## src/rtl/button_conditioner.sv

```systemverilog
// button_conditioner
// Multi-channel push-button / switch conditioner. Each channel has:
//   - an optional input inversion so "pressed" always reads as 1 internally,
//   - a SYNC_STAGES-deep synchroniser,
//   - a counter debouncer that accepts a new value only after it has been
//     seen for DEBOUNCE_CYCLES consecutive cycles,
//   - a registered edge pulse, with the edge direction chosen by EDGE_MODE,
//   - a hold-to-auto-repeat FSM producing a periodic one-cycle rpt pulse.
// All outputs are registered. Nothing combinational runs from sig to an output.
`timescale 1ns/1ps

module button_conditioner #(
  parameter int N               = 4,
  parameter int SYNC_STAGES     = 2,
  parameter int DEBOUNCE_CYCLES = 4,
  parameter int EDGE_MODE       = 0,
  parameter int ACTIVE_LOW      = 0,
  parameter int REPEAT_DELAY    = 10,
  parameter int REPEAT_PERIOD   = 3
) (
  input  logic         clk,
  input  logic         rst_n,
  input  logic [N-1:0] sig,
  output logic [N-1:0] level,
  output logic [N-1:0] pulse,
  output logic [N-1:0] rpt
);

  // Debounce counter only needs to reach DEBOUNCE_CYCLES-1.
  localparam int DW = $clog2(DEBOUNCE_CYCLES + 1);
  // Hold counter must reach the larger of the delay and the period.
  localparam int RMAX = (REPEAT_DELAY > REPEAT_PERIOD) ? REPEAT_DELAY : REPEAT_PERIOD;
  localparam int HW   = $clog2(RMAX + 1);

  localparam logic [DW-1:0] DB_LAST  = DW'(DEBOUNCE_CYCLES - 1);
  localparam logic [HW-1:0] RD_COUNT = HW'(REPEAT_DELAY);
  localparam logic [HW-1:0] RP_COUNT = HW'(REPEAT_PERIOD);
  localparam logic [HW-1:0] HOLD_ONE = HW'(1);

  typedef enum logic [1:0] {
    ST_IDLE   = 2'd0,
    ST_HOLD   = 2'd1,
    ST_REPEAT = 2'd2
  } rpt_state_t;

  // Normalise polarity before synchronising so the rest of the logic
  // always treats 1 as "pressed".
  logic [N-1:0] w_sig_in;
  assign w_sig_in = (ACTIVE_LOW != 0) ? ~sig : sig;

  for (genvar gi = 0; gi < N; gi++) begin : g_ch
    logic [SYNC_STAGES-1:0] r_sync;
    logic [DW-1:0]          r_db_cnt;
    logic                   r_level;
    logic                   r_pulse;
    logic                   r_rpt;
    rpt_state_t             r_state;
    logic [HW-1:0]          r_hold_cnt;

    logic w_sync_out;
    logic w_accept;
    logic w_rise;
    logic w_fall;
    logic w_pulse_hit;

    assign w_sync_out  = r_sync[SYNC_STAGES-1];
    // The new value has persisted long enough on this cycle.
    assign w_accept    = (w_sync_out != r_level) && (r_db_cnt == DB_LAST);
    assign w_rise      = w_accept && !r_level;
    assign w_fall      = w_accept && r_level;
    // Mode 0 = rise only, 1 = fall only, 2 = both.
    assign w_pulse_hit = (w_rise && (EDGE_MODE != 1)) || (w_fall && (EDGE_MODE != 0));

    // Synchroniser chain, shifting toward the MSB.
    always_ff @(posedge clk) begin
      if (!rst_n) begin
        r_sync <= '0;
      end else begin
        r_sync <= {r_sync[SYNC_STAGES-2:0], w_sig_in[gi]};
      end
    end

    // Debouncer: count consecutive disagreeing cycles, accept on the last one.
    always_ff @(posedge clk) begin
      if (!rst_n) begin
        r_db_cnt <= '0;
        r_level  <= 1'b0;
        r_pulse  <= 1'b0;
      end else begin
        r_pulse <= w_pulse_hit;
        if (w_sync_out == r_level) begin
          r_db_cnt <= '0;
        end else if (w_accept) begin
          r_level  <= w_sync_out;
          r_db_cnt <= '0;
        end else begin
          r_db_cnt <= r_db_cnt + 1'b1;
        end
      end
    end

    // Auto-repeat FSM: initial delay after the rise, then a fixed period.
    // A falling level always wins and silences the channel immediately.
    always_ff @(posedge clk) begin
      if (!rst_n) begin
        r_state    <= ST_IDLE;
        r_hold_cnt <= '0;
        r_rpt      <= 1'b0;
      end else begin
        r_rpt <= 1'b0;
        if (w_fall) begin
          r_state    <= ST_IDLE;
          r_hold_cnt <= '0;
        end else begin
          case (r_state)
            ST_IDLE: begin
              if (w_rise && (REPEAT_DELAY > 0)) begin
                r_state    <= ST_HOLD;
                r_hold_cnt <= HOLD_ONE;
              end
            end
            ST_HOLD: begin
              if (r_hold_cnt == RD_COUNT) begin
                r_rpt      <= 1'b1;
                r_hold_cnt <= HOLD_ONE;
                r_state    <= ST_REPEAT;
              end else begin
                r_hold_cnt <= r_hold_cnt + 1'b1;
              end
            end
            ST_REPEAT: begin
              if (r_hold_cnt == RP_COUNT) begin
                r_rpt      <= 1'b1;
                r_hold_cnt <= HOLD_ONE;
              end else begin
                r_hold_cnt <= r_hold_cnt + 1'b1;
              end
            end
            default: begin
              r_state    <= ST_IDLE;
              r_hold_cnt <= '0;
            end
          endcase
        end
      end
    end

    assign level[gi] = r_level;
    assign pulse[gi] = r_pulse;
    assign rpt[gi]   = r_rpt;
  end

endmodule

```

## config.mk

```make
export PLATFORM = sky130hd
export DESIGN_NAME = button_conditioner
export DESIGN_NICKNAME = d
export VERILOG_FILES = /design/src/rtl/button_conditioner.sv
export SDC_FILE = /design/constraint.sdc
export NUM_CORES = 1
export LEC_CHECK = 0
export ABC_AREA = 1
export CAP_MARGIN = 20
export CORE_UTILIZATION = 45
export DETAILED_ROUTE_END_ITERATION = 10
export PLACE_DENSITY_LB_ADDON = 0.05
export SYNTH_ARGS = -nofsm -noshare
export SYNTH_HDL_FRONTEND = slang
export SYNTH_SLANG_ARGS = --single-unit
```

## constraint.sdc

```tcl
create_clock -name clk -period 1.37 [get_ports clk]
set_input_delay 0.2055 -clock clk [delete_from_list [all_inputs] [get_ports clk]]
set_output_delay 0.2055 -clock clk [all_outputs]
set_load 0.005 [all_outputs]
```

==> run_results.csv, run 1 <==
group,metric,value,unit
sta,timing.final.hold_violations,0,
synth,top_area_share,37.16,%
drt,drt-vias-per-instance,4.769,
worst_hold_path,worstHoldPathType,"flop to flop",
placed_design,quantity_of_i_o_buffers_inserted_on_ports,17,
sta,setup_slack,0.04653,ns
placed_design,placed_cell_area,3267,µm²
synth,synth_seq_share,37.16,%
finish,max_flop_register,"g_ch.r_hold_cnt",
setup_path,worstPathMaxFanout,6,
worst_hold_path,hold_path_end,"g_ch[0].r_db_cnt[0]",
finish,instances_no_fill,502,
drt,top_layer_used,"met4",
worst_hold_path,whs_path_depth,1,
clock_network,clock-root-buffer,"sky130_fd_sc_hd__clkbuf_8",
setup_path,cpMaxStageDelayCell,"sky130_fd_sc_hd__dfxtp_2",
global_routing,global_route.usage.met1,20.62,%
global_routing,initial_antenna_violation_count,0,
clock_network,cts_made_buffers,5,
clock_network,tritoncts_num_sinks,56,
synth,yosys.stat.chipArea,3017,µm²
drt,drt.antenna.violating_nets,0,
drt,drt_pass1_iterations,4,
setup_path,crit_end,"g_ch[1].r_hold_cnt[3]",
sta,worst_relative_slew_slack,83.74,%
placed_design,post_place_setup_slack,-0.02232,ns
setup_path,count_of_cells_along_the_worst_register_to_register_path,7,
sta,final_period_minus_worst_setup_slack,1.323,ns
synth,yosysMostFrequentCell,"sky130_fd_sc_hd__nand2_1",
sta,post-route-period-util,96.60,%
sta,finalSetupTns,0,ns
drt,met3WireLength,106,µm
global_routing,grt_first_pass_wirelength,9356,µm
placed_design,placed_cells_incl_taps,485,
pwr,power.static_leakage,1.505,nW
placed_design,globalplace.congestion,0.8225,
pwr,cellPowerDensity,1099,nW/µm²
setup_path,cpPeakStageDelay,0.35,ns
synth,synth.largest_area_cell,"sky130_fd_sc_hd__dfxtp_1",
global_routing,globalRouteOverflowTotal,0,
drt,wl_met1,2737,µm
drt,violation_count_after_the_first_detailed_route_iteration,50,
synth,synth.top_cells.by_area,"sky130_fd_sc_hd__dfxtp_1, sky130_fd_sc_hd__ha_1, sky130_fd_sc_hd__nand2_1",
clock_network,h-tree-depth,2,
setup_path,worstPathArrival,1.56,ns
flow_run,warnings,47,
synth,post_synth_fa_ha_maj_area_fraction,14.93,%
setup_path,regToRegSetupSlack,0.05,ns
synth,synth.comb.largest_family,"simple AND/OR/NAND/NOR gates",
drt,met2WireLength,2644,µm
synth,xor_area_share,1.161,%
pwr,worst_ir_drop_vdd,0.0005653,V
drt,remaining_drc_errors,0,
setup_path,required,1.60,ns
synth,synthAoiAreaFrac,11.12,%
synth,synthSimpleGateAreaFrac,23.89,%
pwr,p_total,3.915,mW
synth,yosysWarnings,0,
worst_hold_path,hold_start,"g_ch[0].r_db_cnt[0]",
setup_path,critPathBufInv,2,
clock_network,clock_pin_slew_worst_setup_and_hold_paths,0.09,ns
global_routing,gr-max-usage-layer,"met2",
setup_path,critical_path_depth,7,
finish,design.final.nets,467,
synth,syn_area_per_cell,7.676,µm²
setup_path,endpoint_kind,"flop",
sta,rsz0062_at_grt,"yes",
sta,timing.final.setup_violations,0,
flow_run,cap_viol_max_count,0,
setup_path,cp_cell_sequence,"ha_4 > ha_4 > nand3_2 > nand2_4 > buf_4 > buf_4 > a21oi_1",
finish,largest_reg_flops,16,
sta,timing.fmax,0.7556,GHz
floorplanning,die_outline_area,7035,µm²
global_routing,via_count_of_the_first_global_routing_pass,2241,
setup_path,kind_of_launch_point_of_the_worst_setup_path,"flop",
placed_design,place.detailed.hpwl,4020,µm
global_routing,groute.layer.met2.usage,27.94,%
setup_path,critical-path-top-delay-family,"flip-flops",
global_routing,met3_usage,2.770,%
status,status,"finished clean",
sta,hold_ws,0.4078,ns
clock_network,cts_max_path_buffers,2,
setup_path,critPathLaunch,"g_ch[1].r_db_cnt[0]",
clock_network,tritoncts,"built",
setup_path,timing.rr.start,"g_ch[1].r_db_cnt[0]",
synth,synthesis.nets,435,
-- run 1: area by class of cell --
type                            instances  area [µm²]
Sequential cell                        56        1140
Clock buffer                            7       96.34
Fill cell                             600        2861
Multi-Input combinational cell        259        1664
Timing Repair Buffer                   37       316.6
Inverter                               66       247.7
Tap cell                               77       96.34
-- run 1: what timing repair did --
item / CTS / global route
gates resized: 8 / 31
buffers inserted: 1 / 7
endpoints found under the setup margin: 4 / 22
cloned: 0 / 2
pin swaps: 0 / 5
-- run 1: cell families (layout without fill, tap and decap cells) --
kind of cell,count (synthesis),in the layout
buf+inv,80,110
flops,56,56
compound gates,59,59
fa+ha+maj,36,36
simple gates,158,160
xor+xnor,4,4
-- run 1: layout by cell type, fill, tap and decap left out, types with 6 or more instances in the layout --
cell and instances:
sky130_fd_sc_hd__dfxtp_1 43, sky130_fd_sc_hd__o21ai_0 6, sky130_fd_sc_hd__nand3_1 18, sky130_fd_sc_hd__inv_1 50
sky130_fd_sc_hd__ha_4 6, sky130_fd_sc_hd__inv_2 15, sky130_fd_sc_hd__nand4_1 9, sky130_fd_sc_hd__buf_4 20
sky130_fd_sc_hd__dfxtp_2 12, sky130_fd_sc_hd__nand2_1 61, sky130_fd_sc_hd__nor2_1 54, sky130_fd_sc_hd__clkbuf_8 7
sky130_fd_sc_hd__ha_1 26, sky130_fd_sc_hd__clkdlybuf4s50_1 14, sky130_fd_sc_hd__o21ai_1 10, sky130_fd_sc_hd__a21oi_1 31
-- run 1: report_power, final --
part | switching (mW) | internal, mW | leakage [nW] | total, mW
sequential | 0.162 | 1.77 | 0.460 | 1.94
combinational | 0.593 | 0.439 | 0.994 | 1.03
clock | 0.496 | 0.452 | 0.0503 | 0.948
total | 1.25 | 2.66 | 1.50 | 3.91
Run 1, power grid:
Pins as bars on the die edge. Tap cells in grey.
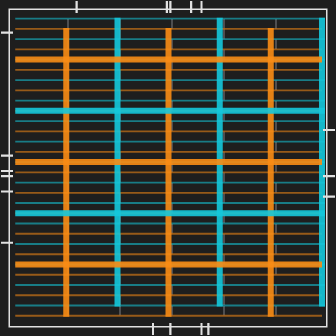
legend:
  cyan:
    net: VDD
  orange:
    net: VSS
met4 straps: 6
met1 rails: 30
Core ar.: 6422 µm²
die x size: 83.88 µm

Run 1, placed cells, one colour a class:
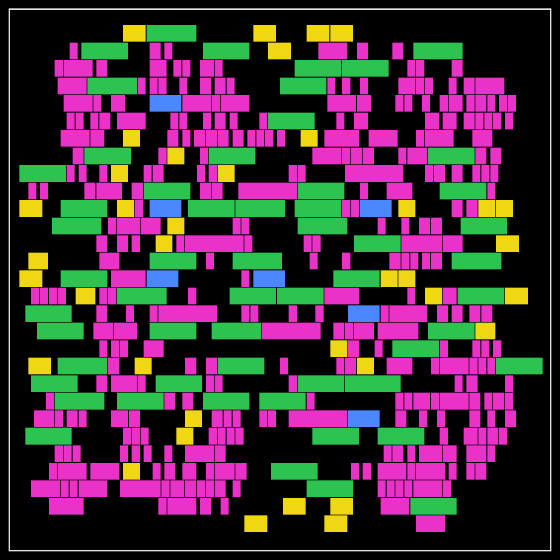
legend:
  blue:
    class: clock drivers and dummy loads
    cells: 7
  yellow:
    class: other buffers and delay cells
    cells: 37
  green:
    class: flops
    cells: 56
  magenta:
    class: all other logic
    cells: 325
register fraction of the total cell area: 32.01%
total number of placement rows: 29
fraction of the core area covered by cells at the end of the flow: 55.45%
post-route cell area: 3561 µm²

Run 1, routed clock nets over the placement:
The bar under the picture is 20 µm long.
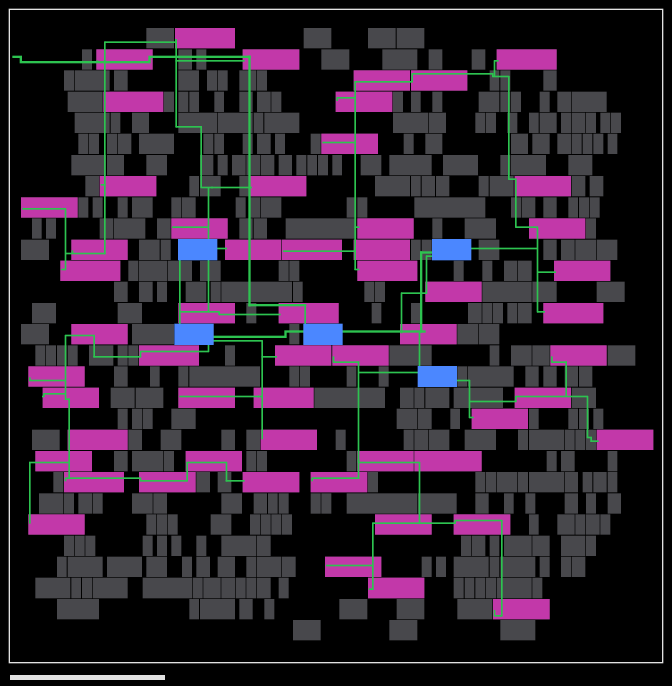
legend:
  green:
    item: clock wires
    length: 657 µm
  magenta:
    item: flip-flops
    count: 56
  blue:
    item: cells driving clock nets
    count: 5
routed clock nets: 6
flops lie: all over the die
Power Clock: 0.948 mW
Worst Skew: 0.005712 ns
source-to-sink clock delay at the later pin of the worst-skew pair: 0.30 ns

Run 1, signal wires by layer:
The bar under the picture is 20 µm long.
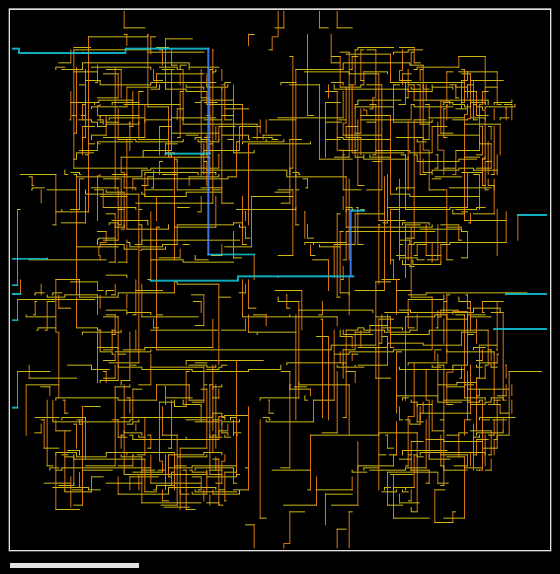
legend:
  cyan:
    layer: met3
    wire_length: 107 µm
  yellow:
    layer: met1
    wire_length: 2740 µm
  orange:
    layer: met2
    wire_length: 2640 µm
  blue:
    layer: met4
    wire_length: 42.2 µm
post-DR wirelength/cell: 11.02 µm
Total Wirelength: 5530 µm
global routing usage summed across all routing layers: 16.04%

Run 1, routing congestion map:
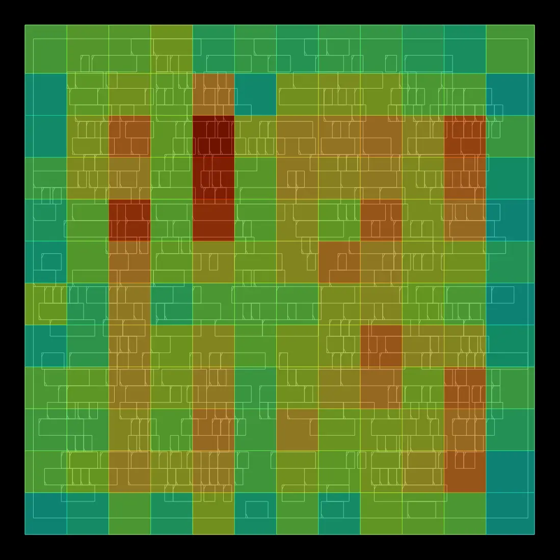

==> run 2: changes to the inputs <==
--- a/config.mk
+++ b/config.mk
@@ -6,10 +6,12 @@
 export NUM_CORES = 1
 export LEC_CHECK = 0
 export ABC_AREA = 1
-export CAP_MARGIN = 20
+export CAP_MARGIN = 10
 export CORE_UTILIZATION = 45
 export DETAILED_ROUTE_END_ITERATION = 10
+export GPL_ROUTABILITY_DRIVEN = 1
 export PLACE_DENSITY_LB_ADDON = 0.05
+export REMOVE_ABC_BUFFERS = 1
 export SYNTH_ARGS = -nofsm -noshare
 export SYNTH_HDL_FRONTEND = slang
 export SYNTH_SLANG_ARGS = --single-unit
Run 2, routing congestion map:
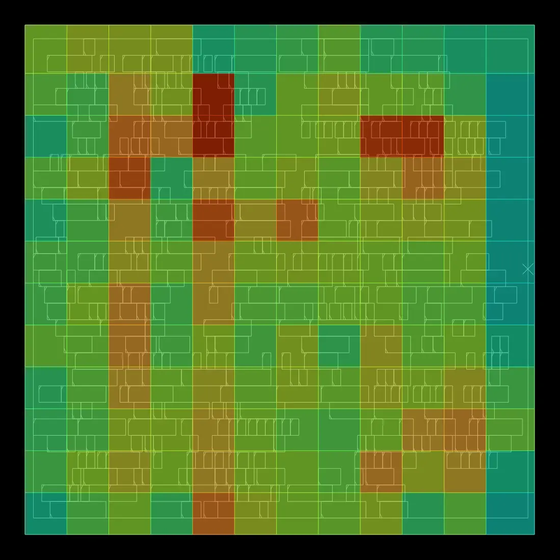
fraction of the core area covered by cells at the end of the flow: 56.38%
grt met1 use: 22.25%

Run 2, routed clock nets over the placement:
The bar under the picture is 20 µm long.
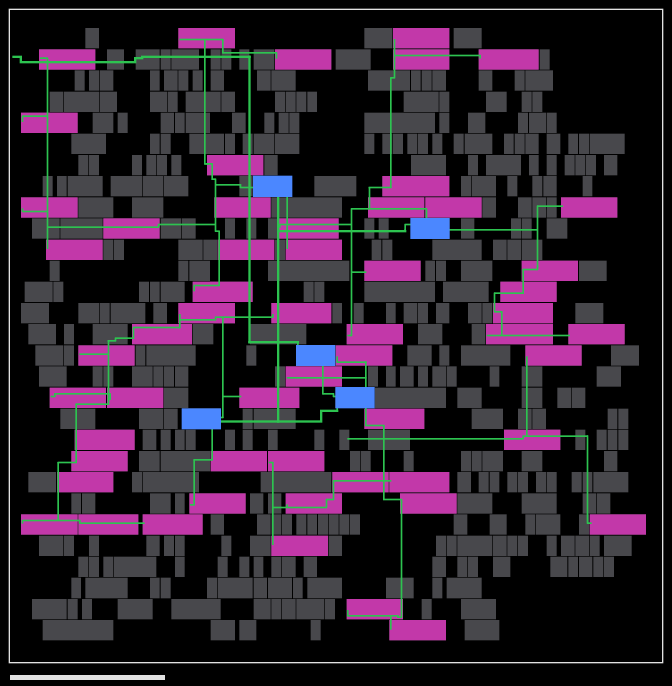
legend:
  blue:
    item: cells driving clock nets
    count: 5
  green:
    item: clock wires
    length: 669 µm
  magenta:
    item: flip-flops
    count: 56
routed clock nets: 6
Worst Skew: 0.007315 ns
part of the total power dissipated in the clock network: 21.7%

==> run_results.csv, run 2 <==
group,metric,value,unit
global_routing,met3_usage,3.660,%
synth,synth_seq_share,37.16,%
placed_design,globalplace.congestion,0.8111,
global_routing,globalRouteOverflowTotal,0,
floorplanning,die_width,83.88,µm
finish,postLayoutCellArea,3621,µm²
global_routing,gr-max-usage-layer,"met2",
pwr,p_total,3.883,mW
setup_path,timing.rr.start,"g_ch[2].r_db_cnt[0]",
synth,synth.top_cells.by_area,"sky130_fd_sc_hd__dfxtp_1, sky130_fd_sc_hd__ha_1, sky130_fd_sc_hd__nand2_1",
setup_path,cp_cell_sequence,"clkdlybuf4s50_1",
status,failed_checks,"DRC",
sta,timing.fmax,0.7509,GHz
setup_path,required,1.16,ns
setup_path,critPathLaunch,"g_ch[2].r_level",
pwr,cellPowerDensity,1072,nW/µm²
drt,violation_count_after_the_first_detailed_route_iteration,56,
setup_path,critical-path-top-delay-family,"buffers and inverters",
clock_network,h-tree-depth,2,
synth,syn_area_per_cell,7.676,µm²
status,status,"finished with violations",
setup_path,endpoint_kind,"primary output",
drt,remaining_drc_errors,1,
synth,top_area_share,37.16,%
placed_design,placed_cells_incl_taps,478,
drt,drt.antenna.violating_nets,0,
global_routing,groute.layer.met2.usage,25.41,%
synth,yosysWarnings,0,
synth,yosys.stat.chipArea,3017,µm²
clock_network,clock_pin_slew_worst_setup_and_hold_paths,0.09,ns
global_routing,initial_antenna_violation_count,0,
setup_path,cpPeakStageDelay,0.49,ns
flow_run,cap_viol_max_count,0,
drt,drt-total-wl,5533,µm
worst_hold_path,worstHoldPathType,"flop to flop",
drt,avgRoutedWirePerCell,11.13,µm
drt,drt-vias-per-instance,4.825,
floorplanning,core,6422,µm²
synth,synth.largest_area_cell,"sky130_fd_sc_hd__dfxtp_1",
global_routing,via_count_of_the_first_global_routing_pass,2180,
sta,final_period_minus_worst_setup_slack,1.332,ns
sta,finalSetupTns,0,ns
placed_design,post_place_setup_slack,-0.05461,ns
placed_design,quantity_of_i_o_buffers_inserted_on_ports,17,
finish,layout_top_cell,"sky130_fd_sc_hd__nand2_1",
clock_network,clk-insertion-delay-late,0.30,ns
sta,timing.final.setup_violations,0,
placed_design,place.detailed.hpwl,3842,µm
sta,worst_relative_slew_slack,84.18,%
[run 2: netlist changes by cell type in the layout (fill, tap and decap cells not counted), sizes merged, moves of 2 or more]
cell	before	now
dlygate4sd2	3	1
buf	20	17
dlymetal6s2s	0	3
nand2	69	67
[run 2: routing by layer]
layer / part of all wire, % / vias to the layer above
met5: 0 / -
met1: 52 / 1083
met3: 2.9 / 5
met4: 1.2 / 0
li1: - / 1287
met2: 44 / 23
[run 2: path summary, 6_finish.rpt]
kind,to,slack [ns],depth (start not counted)
hold reg to reg,g_ch[0].r_db_cnt[0],0.40,1
setup / recovery,level[2],0.04,1
hold / removal,g_ch[0].r_db_cnt[0],0.40,1
setup reg to reg,g_ch[2].r_hold_cnt[3],0.05,7
[run 2: layout make-up]
cell class	instances	area share (%)
multi-input cells	257	47.93
flip-flops and latches	56	31.58
repair buffers	34	8.846
inverters	66	6.842
well taps	77	2.661
clock buffers	6	2.004
clock inverters	1	0.1382
[run 2: logic make-up after synthesis]
logic type               after synthesis  synth area share, %
AND-OR/OR-AND                         59                11.12
AND/OR/NAND/NOR                      158                23.89
adder cells (fa/ha/maj)               36                14.93
flip-flops                            56                37.16
XOR/XNOR                               4                1.161
buffers and inverters                 80                11.74
[run 2: repair_timing]
item | 4_1_cts | 5_1_grt
pin swaps | 0 | 9
endpoints found under the setup margin | 5 | 28
gates resized | 7 | 53
buffers inserted | 3 | 9
[run 2: power by group]
group | internal [mW] | switching [mW] | leakage [nW] | total [mW]
combinational | 0.468 | 0.599 | 1.04 | 1.07
clock | 0.349 | 0.494 | 0.0410 | 0.843
sequential | 1.78 | 0.192 | 0.461 | 1.97
total | 2.60 | 1.28 | 1.54 | 3.88
Power figures rest on the tool's default switching activity, not on a simulated workload.
